Fig. 1: run 1, wire density map
The die is cut into 23 by 28 equal tiles; dark blue is low, red is high, scaled to the fullest tile. Values are wire area over tile area, all layers added.
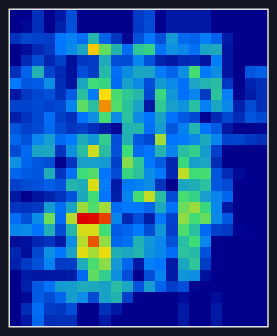
Fig. 2: run 1, clock nets
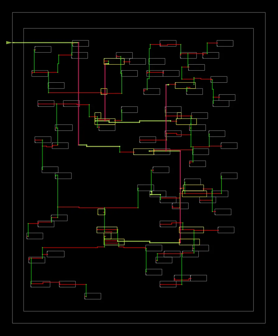
Fig. 3: run 1, register map, names as in the netlist
Other sequential cells in the stronger grey, the rest of the logic in the fainter grey.
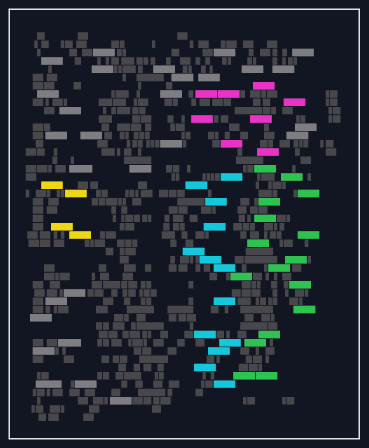
==> config.mk <==
export PLATFORM = sky130hd
export DESIGN_NAME = usart_tx
export DESIGN_NICKNAME = d
export VERILOG_FILES = /design/src/rtl/avr_io_pkg.sv /design/src/rtl/usart_baud_timer.sv /design/src/rtl/usart_tx.sv
export SDC_FILE = /design/constraint.sdc
export NUM_CORES = 1
export LEC_CHECK = 0
export CORE_ASPECT_RATIO = 1.25
export CORE_MARGIN = 5
export CORE_UTILIZATION = 30
export DETAILED_ROUTE_END_ITERATION = 7
export GPL_ROUTABILITY_DRIVEN = 0
export GPL_TIMING_DRIVEN = 0
export PLACE_DENSITY_LB_ADDON = 0.05
export SYNTH_ARGS = -nofsm -noshare
export SYNTH_HDL_FRONTEND = slang
export SYNTH_SLANG_ARGS = --single-unit
==> constraint.sdc <==
create_clock -name sysClock -period 2.7 [get_ports sysClock]
set_clock_uncertainty 0.1 [all_clocks]
set_input_delay 0.405 -clock sysClock [delete_from_list [all_inputs] [get_ports sysClock]]
set_output_delay 0.405 -clock sysClock [all_outputs]
set_load 0.03 [all_outputs]
==> notes.md, run 1 <==
flow finished, numbers: Top cells by area=dfxtp_1 (34%), mux2i_1 (7.6%), nor2_1 (5.3%), Final Setup Violations=0, PortBufs=48, final hold violation count=0, Crit path arrival time=2690 ps, number of H-tree levels=3, WP data required=2830 ps, VDD IR-drop max=223 µV, Commonest flop=dfxtp_1, CTS Root Cell=clkbuf_16, P per Cell Area=558 nW/µm², fp util=30.7%, WHS Path Cells=2, initial antenna violation count=0, Total Power=2.93 mW, Core ar.=13300 µm², top post-synthesis cells by count=dfxtp_1 (69), nor2_1 (58), nand2_1 (35), mux2i_1 (31), a21oi_1 (27), post-synthesis cell area=4090 µm², Area leader share=33.8%, Critical Path End Type=flip-flop, Tmin final=2560 ps, IO Pins=82, diode count=0, DRT antenna net count=0, Static Leak=2.01 nW, hold_buf cts=0, total gr overflow=0, biggest area consumer among synthesized cells=dfxtp_1, Avg Cell Area, Syn=8.32 µm², Routed wire per std cell=15.0 µm, Reg2Reg Depth=8, flip-flops with a built-in enable=0, reg-to-reg slack, setup=140 ps, FMAX=390 MHz, vias per inst=4.93, HPWL after DPL=8260 µm, first-pass GRT wire length=18200 µm, row count=47, Slew @ Worst Pin=679 ps, status=finished clean, slack of the critical path=138 ps, vias in the first global route=3519, Largest register FFs=16, Setup Crit Path Kind=flip-flop to flip-flop, Chip Area, Yosys=4090 µm², Tool Warnings=48, Clk pin slew, worst setup/hold paths=60 ps, Synth Register Bits=69, ys cells=491, die area=16100 µm², Ys Warns=0, layout cells sized above 1=13.7%, cycle use final=94.9%, # Max-Cap Violations=0, hold_ws=358 ps, Slew Limit Headroom=54.7%, Place WS=-107 ps, Max Buffers Root-to-Sink=2, HP Class=flip-flop to flip-flop, TritonCTS clock tree=done, top-count cell post-synth=dfxtp_1, Critical Path Fanout Max=10, DRC Markers=0, largest net degree at the start of global routing=17, Combinational Area=2510 µm², Die Wd=114 µm, Unique cell types=62, Seq/Total Area, Yosys=33.8%, final wirelength=11100 µm, fraction of registers with async set/reset=0%, Final Max Slew Viols=0, Filler cells=1382, CP Launch Type=flip-flop, instance count of the mapped netlist=491, drt pass-1 iters=5, Final nets=623, Iter 0 DRT Violations=160, setup TNS=0 ps, Die H=140 µm, Area growth, synth to finish=28.7%
Notes on Fig. 1 above:
7.5% of the tiles are over half the peak. 23% of the tiles are nearly empty. The emptiest ninth of the die: bottom right. The densest ninth of the die: middle. The fullest tile reaches 0.53. The mean over all tiles is 0.11.
gr usage total: 14.0%
vias: 3648

Notes on Fig. 2 above:
CTS sink count: 69
worst skew pair latency: 340 ps
TritonCTS Buffers: 9
clk pwr: 1.30 mW
flop count: 69

Notes on Fig. 3 above:
Key: magenta = shift_q [placed flops 8]; green = u_baud_timer.cnt_q [placed flops 16]; yellow = ubrrh_q [placed flops 4, where left middle]; cyan = u_baud_timer.limit_q [placed flops 13]
Another 28 sequential cells are not coloured.
sequential power: 1.12 mW
Seq area share: 26.4%
Finished Core Util: 39.6%
Sequential Area: 1390 µm²

==> run 1: metal layers <==
layer	vias up	share of wire, %	track usage (%)
met5	-	0	0
li1	1855	-	-
met4	0	1.4	4.38
met1	1709	48	18.5
met2	72	48	22.6
met3	12	3.2	2.93
==> run 1: critical path: stages (launching register included) <==
cell and delay, ps:
dfxtp_2 370, buf_6 160, clkbuf_4 190, a21oi_1 190, mux2i_1 130, a311oi_4 360, nand4b_4 170, or4b_1 530
a32o_1 250
==> run 1: report_power, final <==
| group | internal [mW] | total (mW) | switching [mW] |
|---|---|---|---|
| Clock | 0.812 | 1.30 | 0.491 |
| Combinational | 0.229 | 0.512 | 0.283 |
| Sequential | 1.07 | 1.12 | 0.0531 |
| Total | 2.11 | 2.93 | 0.827 |
==> run 1: cell type report <==
| type | instances | area share, % |
|---|---|---|
| timing repair buffer | 52 | 9.71 |
| clock inverter | 7 | 1.86 |
| tap | 171 | 4.07 |
| clock buffer | 9 | 4.28 |
| multi-input combinational | 377 | 47.7 |
| inverter | 7 | 0.500 |
| buffer | 48 | 5.50 |
| sequential | 69 | 26.4 |
==> run 1: logic make-up (layout without fill, tap and decap cells) <==
family	Yosys count	after routing	synth area share, %
DFF	69	69	33.8
buffers and inverters	58	123	7.63
adders and majority gates	12	12	3.68
muxes	33	33	8.15
xor gates and xnor gates	34	34	7.29
AOI/OAI and AO/OA	101	101	17.0
and+or+nand+nor	183	183	22.4
other	1	14	0.0918
==> run 1: timing repair <==
item	in CTS	in global routing
gates resized	6	25
gates cloned	0	0
setup endpoints to repair	27	40
buffers inserted	0	4
pin swaps	0	3
==> run 1: stage by stage <==
step,cells,area (µm²),util [%]
finish,740,5260,39.6
global route,740,5260,39.6
CTS,738,5160,38.8
detailed placement,723,4830,36.3
global placement,723,4830,36.3
floorplan,504,4140,-
==> run 1: cells in the final DEF, fill, tap and decap left out, types with 14 or more instances in the layout <==
cell type and n:
conb_1 14, clkdlybuf4s50_1 48, a21oi_1 26, clkbuf_1 15
nand3_1 22, o21ai_0 16, nor2_1 58, nand2_1 34
a211oi_1 14, dfxtp_1 66, buf_4 27, mux2i_1 31
xor2_1 24
==> run 2, diff against run 1 <==
--- a/config.mk
+++ b/config.mk
@@ -8,3 +8,3 @@
 export CORE_ASPECT_RATIO = 1.25
-export CORE_MARGIN = 5
+export CORE_MARGIN = 2
 export CORE_UTILIZATION = 30
@@ -14,2 +14,3 @@
 export PLACE_DENSITY_LB_ADDON = 0.05
+export SETUP_SLACK_MARGIN = 0.2
 export SYNTH_ARGS = -nofsm -noshare
--- a/constraint.sdc
+++ b/constraint.sdc
@@ -4,2 +4,2 @@
 set_output_delay 0.405 -clock sysClock [all_outputs]
-set_load 0.03 [all_outputs]
+set_load 0.02 [all_outputs]
==> run 2 against run 1 <==
Against the previous run: critical endpoint unchanged; sequential share of layout area fell by 0.60 points; worst setup slack better by 170 ps; synthesized cell count unchanged; power down 2.0%; cell area up 3.4%; via count rose by 2.6%; critical path depth did not move.
==> notes.md, run 2 <==
flow finished, numbers: Final nets=636, Final Max Slew Viols=0, final hold violation count=0, Area leader share=33.8%, Design Area, Final=5430 µm², reg-to-reg slack, setup=300 ps, ys cells=491, Critical Path End Type=flip-flop, PortBufs=48, Unique cell types=62, TritonCTS Buffers=9, status=finished clean, Crit path arrival time=2530 ps, die area=14600 µm², Ys Warns=0, largest net degree at the start of global routing=13, Final Setup Violations=0, top-count cell post-synth=dfxtp_1, Seq pwr share=38.9%, Seq/Total Area, Yosys=33.8%, instance count of the mapped netlist=491, vias per inst=4.97, Slew @ Worst Pin=668 ps, Iter 0 DRT Violations=149, Routed wire per std cell=14.9 µm, HP Class=flip-flop to flip-flop, Routed met1 length=5250 µm, Tool Warnings=48, Critical Path Fanout Max=7, initial antenna violation count=0, DR WL met3=337 µm, Die Wd=108 µm, Slew Limit Headroom=55.5%, P per Cell Area=529 nW/µm², Top cell excl fill/tap=dfxtp_1, HPWL after DPL=8120 µm, final wirelength=11200 µm, placed instance area=4840 µm², Core ar.=13300 µm², Avg Cell Area, Syn=8.32 µm², row count=47, Int Power=2.06 mW, Clk pin slew, worst setup/hold paths=60 ps, drt pass-1 iters=4, vias=3744, total gr overflow=0, top post-synthesis cells by count=dfxtp_1 (69), nor2_1 (58), nand2_1 (35), mux2i_1 (31), a21oi_1 (27), WL met2=5390 µm, FMAX=417 MHz, vias in the first global route=3357, highest routed layer=met4, Net Switching=0.816 mW, fraction of registers with async set/reset=0%, Reg2Reg Depth=8, CTS Root Cell=clkbuf_16, Sw Share=28.4%, Max Buffers Root-to-Sink=2, Commonest flop=dfxtp_1, # Max-Cap Violations=0, VDD IR-drop max=292 µV, fp util=30.7%, Largest register FFs=16, Tmin final=2400 ps, TritonCTS clock tree=done, Chip Area, Yosys=4090 µm²
[run 2: cell counts after synthesis]
Identical to the previous run, type by type.
[run 2: critical path, stage by stage (launching register included)]
cell,delay (ps)
dfxtp_4,370
buf_8,120
nand4_1,170
buf_6,190
a2bb2oi_1,120
o211a_1,280
a211oi_2,220
or4b_4,480
a32o_1,230
[run 2: repair_timing]
action / 4_1_cts / 5_1_grt
hold buffers: 0 / 0
pin swaps: 5 / 7
setup endpoints to repair: 34 / 30
setup buffers: 5 / 8
gates resized: 29 / 36
gates cloned: 0 / 1
[run 2: cells by family (layout without fill, tap and decap cells)]
logic type	Yosys count	after routing	share of synthesized area, %
AND-OR/OR-AND	101	101	17.0
multiplexers	33	33	8.15
flip-flops	69	69	33.8
buffers and inverters	58	136	7.63
other	1	14	0.0918
AND/OR/NAND/NOR	183	183	22.4
XOR/XNOR	34	34	7.29
adder cells (fa/ha/maj)	12	12	3.68
[run 2: power groups by stage]
stage | Clock, mW | Combinational, mW | Sequential (mW)
finish | 1.23 | 0.527 | 1.12
global placement | 0 | 0.477 | 1.14
global route | 1.30 | 0.578 | 1.12
floorplan | 0 | 0.320 | 1.14
detailed placement | 0 | 0.479 | 1.14
CTS | 1.26 | 0.500 | 1.11
[run 2: area by class of cell]
cell class | count | area [µm²] | share of cell area [%]
Sequential cell | 69 | 1400 | 25.8
Buffer | 51 | 329 | 6.06
Clock buffer | 11 | 243 | 4.47
Tap cell | 171 | 214 | 3.94
Clock inverter | 5 | 58.8 | 1.08
Inverter | 7 | 26.3 | 0.484
Timing Repair Buffer | 62 | 583 | 10.7
Multi-Input combinational cell | 377 | 2580 | 47.4
[run 2: through the flow]
stage	setup TNS [ps]	utilization, %	hold slack [ps]	instances	setup WS, ps
after global placement	-116	36.4	348	723	-60.6
after detailed placement	-376	36.4	350	723	-73.7
final	0	40.9	336	753	304
after global routing	0	40.9	355	753	203
after floorplan	0	-	330	504	229
after CTS	0	39.6	358	744	215
[run 2: layer usage]
layer / GRT usage (%) / vias to the layer above
li1: - / 1885
met1: 20.8 / 1766
met2: 25.1 / 77
met3: 2.61 / 16
met4: 6.20 / 0
met5: 0 / -
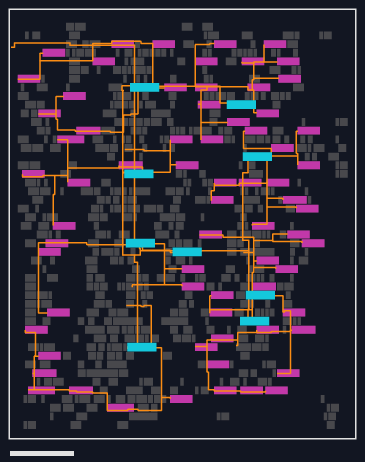
Fig. 4. Routed clock nets over the placement (run 2).
Scale bar: 20 µm.
Key: magenta = flip-flops [count 69]; orange = clock wires [length 1230 µm]; cyan = clock drivers [count 9]
There are 10 routed clock nets.
clk pwr: 1.23 mW
clock share of power: 42.8%

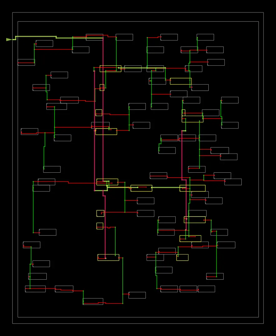
Fig. 5. Clock nets (run 2).
CLK BUF: 11

Power figures rest on the tool's default switching activity, not on a simulated workload.
